==> images/pdn.png <==
Scale: 4 px per um. Pins as bars on the die edge.
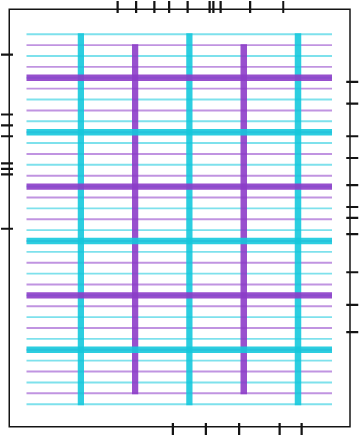
==> images/cell_classes.png <==
Scale: 4 px per um. Fill, decap, tap and diode cells in grey.
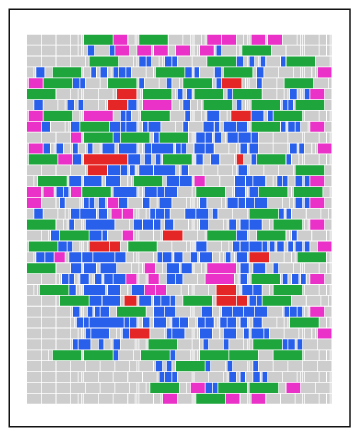
--- src/rtl/ad1939_i2s_rx_pkg.sv ---
// Shared types and constants for the AD1939 ADC serial receiver.
package ad1939_pkg;

  localparam int unsigned DATA_W_DEFAULT = 24;

  localparam logic CH_LEFT  = 1'b0;
  localparam logic CH_RIGHT = 1'b1;

  typedef enum logic {
    UNLOCKED = 1'b0,
    LOCKED   = 1'b1
  } rx_state_t;

  // Slot position counts 0..DATA_W+SLOT_DELAY inclusive.
  function automatic int unsigned pos_width(input int unsigned data_w,
                                            input int unsigned slot_delay);
    return $clog2(data_w + slot_delay + 1);
  endfunction

endpackage

--- src/rtl/ad1939_i2s_rx_sync_edge_det.sv ---
// Multi-flop synchroniser for one async input, with an optional one-clk
// pulse on each rising edge of the synchronised level.
module sync_edge_det #(
  parameter int unsigned STAGES   = 2,
  parameter bit          EDGE_DET = 1'b1
) (
  input  logic clk,
  input  logic reset,
  input  logic d,
  output logic q,
  output logic rise
);

  localparam int unsigned N = (STAGES < 2) ? 2 : STAGES;

  logic [N-1:0] chain;
  logic         prev;

  always_ff @(posedge clk) begin
    if (reset) begin
      chain <= '0;
      prev  <= 1'b0;
    end else begin
      chain <= {chain[N-2:0], d};
      prev  <= chain[N-1];
    end
  end

  assign q    = chain[N-1];
  assign rise = EDGE_DET ? (chain[N-1] & ~prev) : 1'b0;

endmodule

--- src/rtl/ad1939_i2s_rx.sv ---
// AD1939 ADC serial-data deserialiser: oversamples ABCLK/ALRCLK/ASDATA in the
// system clock domain and emits one parallel sample per completed slot.
module ad1939_i2s_rx
  import ad1939_pkg::*;
#(
  parameter int unsigned DATA_W        = DATA_W_DEFAULT,
  parameter int unsigned SLOT_DELAY    = 1,
  parameter bit          LEFT_LR_LEVEL = 1'b0,
  parameter int unsigned SYNC_STAGES   = 2
) (
  input  logic              clk,
  input  logic              reset,
  input  logic              enable_in,
  input  logic              abclk_in,
  input  logic              alrclk_in,
  input  logic              asdata_in,
  output logic [DATA_W-1:0] data_out,
  output logic              channel_out,
  output logic              valid_out,
  output logic              error_out,
  input  logic              error_clear_in
);

  localparam int unsigned      POS_W    = pos_width(DATA_W, SLOT_DELAY);
  localparam logic [POS_W-1:0] POS_MAX  = POS_W'(DATA_W + SLOT_DELAY);
  localparam logic [POS_W-1:0] FIRST    = POS_W'(SLOT_DELAY);
  localparam logic [POS_W-1:0] SPAN     = POS_W'(DATA_W);
  localparam logic [POS_W-1:0] LAST_REL = POS_W'(DATA_W - 1);

  logic bclk_rise, bclk_level;
  logic lr, lr_rise;
  logic sd, sd_rise;
  logic unused_sync;

  sync_edge_det #(.STAGES(SYNC_STAGES), .EDGE_DET(1'b1)) u_bclk_sync (
    .clk(clk), .reset(reset), .d(abclk_in), .q(bclk_level), .rise(bclk_rise)
  );
  sync_edge_det #(.STAGES(SYNC_STAGES), .EDGE_DET(1'b0)) u_lr_sync (
    .clk(clk), .reset(reset), .d(alrclk_in), .q(lr), .rise(lr_rise)
  );
  sync_edge_det #(.STAGES(SYNC_STAGES), .EDGE_DET(1'b0)) u_sd_sync (
    .clk(clk), .reset(reset), .d(asdata_in), .q(sd), .rise(sd_rise)
  );

  assign unused_sync = bclk_level | lr_rise | sd_rise;

  rx_state_t         state, state_next;
  logic              lr_prev;
  logic              primed;
  logic              slot_ch;
  logic              slot_full;
  logic              pend;
  logic [POS_W-1:0]  pos, eff, rel;
  logic [DATA_W-1:0] shreg;
  logic              slot_start, capture, last_bit, short_slot;

  // The first BCLK rise after reset only primes lr_prev; otherwise a reset
  // released inside a right slot would look like a slot start mid-word.
  always_comb begin
    slot_start = bclk_rise && primed && (lr != lr_prev);
    if (slot_start)          eff = '0;
    else if (pos == POS_MAX) eff = POS_MAX;
    else                     eff = pos + POS_W'(1);
    rel = eff - FIRST;
  end

  always_ff @(posedge clk) begin
    if (reset) state <= UNLOCKED;
    else       state <= state_next;
  end

  always_comb begin
    state_next = state;
    capture    = 1'b0;
    last_bit   = 1'b0;
    short_slot = 1'b0;
    if (!enable_in) begin
      state_next = UNLOCKED;
    end else begin
      if (state == UNLOCKED && slot_start) state_next = LOCKED;
      if (bclk_rise && state_next == LOCKED && rel < SPAN) begin
        capture  = 1'b1;
        last_bit = (rel == LAST_REL);
      end
      short_slot = slot_start && (state == LOCKED) && !slot_full;
    end
  end

  always_ff @(posedge clk) begin
    if (reset) begin
      lr_prev     <= LEFT_LR_LEVEL;
      primed      <= 1'b0;
      pos         <= '0;
      shreg       <= '0;
      slot_ch     <= CH_LEFT;
      slot_full   <= 1'b0;
      pend        <= 1'b0;
      data_out    <= '0;
      channel_out <= CH_LEFT;
      valid_out   <= 1'b0;
      error_out   <= 1'b0;
    end else begin
      pend      <= 1'b0;
      valid_out <= 1'b0;
      if (bclk_rise) begin
        lr_prev <= lr;
        primed  <= 1'b1;
      end
      if (!enable_in) begin
        pos       <= '0;
        shreg     <= '0;
        slot_full <= 1'b0;
      end else begin
        if (bclk_rise) begin
          pos <= eff;
          if (slot_start) begin
            slot_ch   <= (lr != LEFT_LR_LEVEL) ? CH_RIGHT : CH_LEFT;
            slot_full <= 1'b0;
          end
          if (capture) shreg <= {shreg[DATA_W-2:0], sd};
          if (last_bit) begin
            slot_full <= 1'b1;
            pend      <= 1'b1;
          end
        end
        if (pend) begin
          data_out    <= shreg;
          channel_out <= slot_ch;
          valid_out   <= 1'b1;
        end
      end
      if (error_clear_in)  error_out <= 1'b0;
      else if (short_slot) error_out <= 1'b1;
    end
  end

endmodule

--- config.mk ---
export PLATFORM = sky130hd
export DESIGN_NAME = ad1939_i2s_rx
export DESIGN_NICKNAME = d
export VERILOG_FILES = /design/src/rtl/ad1939_i2s_rx_pkg.sv /design/src/rtl/ad1939_i2s_rx_sync_edge_det.sv /design/src/rtl/ad1939_i2s_rx.sv
export SDC_FILE = /design/constraint.sdc
export NUM_CORES = 1
export LEC_CHECK = 0
export CORE_ASPECT_RATIO = 1.25
export CORE_MARGIN = 4
export CORE_UTILIZATION = 44
export CTS_BUF_LIST = sky130_fd_sc_hd__clkbuf_8
export DETAILED_ROUTE_END_ITERATION = 16
export PLACE_DENSITY_LB_ADDON = 0.15
export SETUP_SLACK_MARGIN = 0.15
export SKIP_LAST_GASP = 1
export SLEW_MARGIN = 10
export SYNTH_ARGS = -nofsm -noshare
export SYNTH_HDL_FRONTEND = slang
export SYNTH_SLANG_ARGS = --single-unit
--- constraint.sdc ---
create_clock -name clk -period 2.61 [get_ports clk]
set_input_delay 0.522 -clock clk [delete_from_list [all_inputs] [get_ports clk]]
set_output_delay 0.522 -clock clk [all_outputs]
set_load 0.01 [all_outputs]
==> metrics.csv <==
stage,metric,value,unit
run_status,status,finished clean,
logic_synthesis,ys_cells,392,
detailed_routing,vias,2943,
clock_network,cts_sinks,69,
final_timing,rsz0062_at_grt,no,
clock_network,clock.latency.late_pin,340,ps
flow_run,warning_count,27,
final_timing,fin_setup_tns,0,ps
logic_synthesis,ys.flop_type,dfxtp_1,
floorplan,io-pin-count,34,
min_path,hold_path.class,reg -> reg,
clock_network,cts_setup_buffers,0,
final_timing,setup_violations,0,
final_timing,fin_crit_sh,85.82,%
detailed_routing,drcViolationCount,0,
floorplan,row_count,34,
layout,logic_area,1670,um2
global_routing,busiest_layer,met2,
critical_path,path_max_fanout,21,
layout,fin_nets,424,
layout,ff_latch_area,1381,um2
critical_path,critPathArrivalTime,2480,ps
critical_path,endpoint_kind,flip-flop,
layout,drive_gt1_share,11.90,%
power,p_per_area,518.5,nW/um2
clock_network,cts_tree,done,
global_routing,grt_pass1_vias,2804,
logic_synthesis,synth_top_cell_by_area,dfxtp_1,
floorplan,die_w,84.79,um
logic_synthesis,fp_nets,401,
clock_network,max-clock-path-buffers,2,
layout,area_growth,20.41,%
final_timing,max_slew.worst_pin.slew,572.9,ps
power,total_power,0.002025,W
power,leakage,1.310,nW
layout,final_area,3905,um2
placed_design,postPlaceCellArea,3682,um2
floorplan,coreArea,7062,um2
logic_synthesis,yosysWarnings,0,
detailed_routing,drt_pass1_iterations,4,
## Picture notes: pdn.png
Key: cyan = VSS; purple = VDD
5 straps on met4. The core has 34 rows. 6 straps on met5.

## Picture notes: cell_classes.png
Key: red = clock drivers and dummy loads [cells 16, share of their area 5.5%]; green = flip-flops [cells 69, share of their area 36%]; blue = all other logic [cells 284, share of their area 44%]; magenta = other buffers and delay cells [cells 51, share of their area 14%]

-- final cells by class --
class / count / share of cell area, %
clock buffer: 11 / 3.877
sequential: 69 / 35.37
clock inverter: 5 / 1.506
multi-input combinational: 280 / 42.77
inverter: 4 / 0.3845
timing repair buffer: 51 / 13.20
tap: 90 / 2.884
-- Yosys cell counts (2+ instances only) --
library cell,n
o221ai_1,3
a221oi_1,18
o211ai_1,21
nand2_1,86
buf_6,4
o2111ai_1,2
a2111oi_2,2
nand4_1,23
nor2_1,11
dfxtp_1,69
xor2_1,2
inv_1,4
and2b_1,2
nand2b_1,2
buf_1,3
xnor2_1,4
nor3_1,3
clkbuf_1,24
nor2b_1,9
buf_2,7
ha_1,2
a21oi_1,56
nand3_1,7
o32ai_1,2
and3_1,2
-- worst max-delay path, stage by stage (launching register included) --
cell	delay, ps
dfxtp_1	480
ha_2	310
xnor2_1	110
and4_1	250
a211oi_4	370
nor2_2	100
buf_12	170
a2111oi_1	350
-- final timing paths --
kind	startpoint	to	slack [ps]	depth (start not counted)
max reg2reg	pos[0]	shreg[1]	370	7
min reg2reg	u_sd_sync.chain[0]	u_sd_sync.chain[1]	440	1
min	u_sd_sync.chain[0]	u_sd_sync.chain[1]	440	1
max	pos[0]	shreg[1]	370	7
-- metal layers --
layer	up-vias	part of all wire, %
li1	1482	-
met1	1370	43
met2	78	50
met3	13	5.1
met4	0	1.9
met5	-	0
-- sequential cells by signal, summed over array words and instances (netlist names) --
name / flops
channel_out: 1
data_out: 24
error_out: 1
lr_prev: 1
pend: 1
pos: 5
primed: 1
shreg: 24
slot_ch: 1
slot_full: 1
state: 1
u_bclk_sync.chain: 2
u_bclk_sync.prev: 1
u_lr_sync.chain: 2
u_sd_sync.chain: 2
valid_out: 1
-- metrics by stage --
stage | instances | setup slack (ps)
4_1_cts | 510 | 227.1
5_1_grt | 510 | 171.5
6_report | 510 | 370.1
2_1_floorplan | 392 | 583.2
3_5_place_dp | 494 | 229.6
3_3_place_gp | 494 | 312.0
-- power breakdown --
group | internal, W | switching (W) | leakage, nW
sequential | 0.00106 | 0.00000369 | 0.557
combinational | 0.0000242 | 0.0000359 | 0.651
clock | 0.000493 | 0.000410 | 0.102
total | 0.00158 | 0.000449 | 1.31
-- cells by family after synthesis --
| group | Yosys count | synth area share, % |
|---|---|---|
| flip-flops | 69 | 42.59 |
| AND-OR/OR-AND | 118 | 25.81 |
| XOR/XNOR | 6 | 1.620 |
| adder cells (fa/ha/maj) | 2 | 0.7715 |
| AND/OR/NAND/NOR | 154 | 22.92 |
| buffers and inverters | 43 | 6.288 |
-- placed cells by master (no fill, tap or decap), types with 3 or more instances in the layout --
master	n
nor2b_1	9
clkbuf_8	11
buf_12	4
nor3_1	3
buf_4	14
inv_1	4
a21oi_1	56
nand4_1	23
clkdlybuf4s50_1	33
a221oi_1	18
dfxtp_1	69
nand2_1	85
o211ai_1	21
xnor2_1	4
o221ai_1	3
nor2_1	11
nand3_1	7
No activity file was given, so power comes from the tool's default toggle rates.
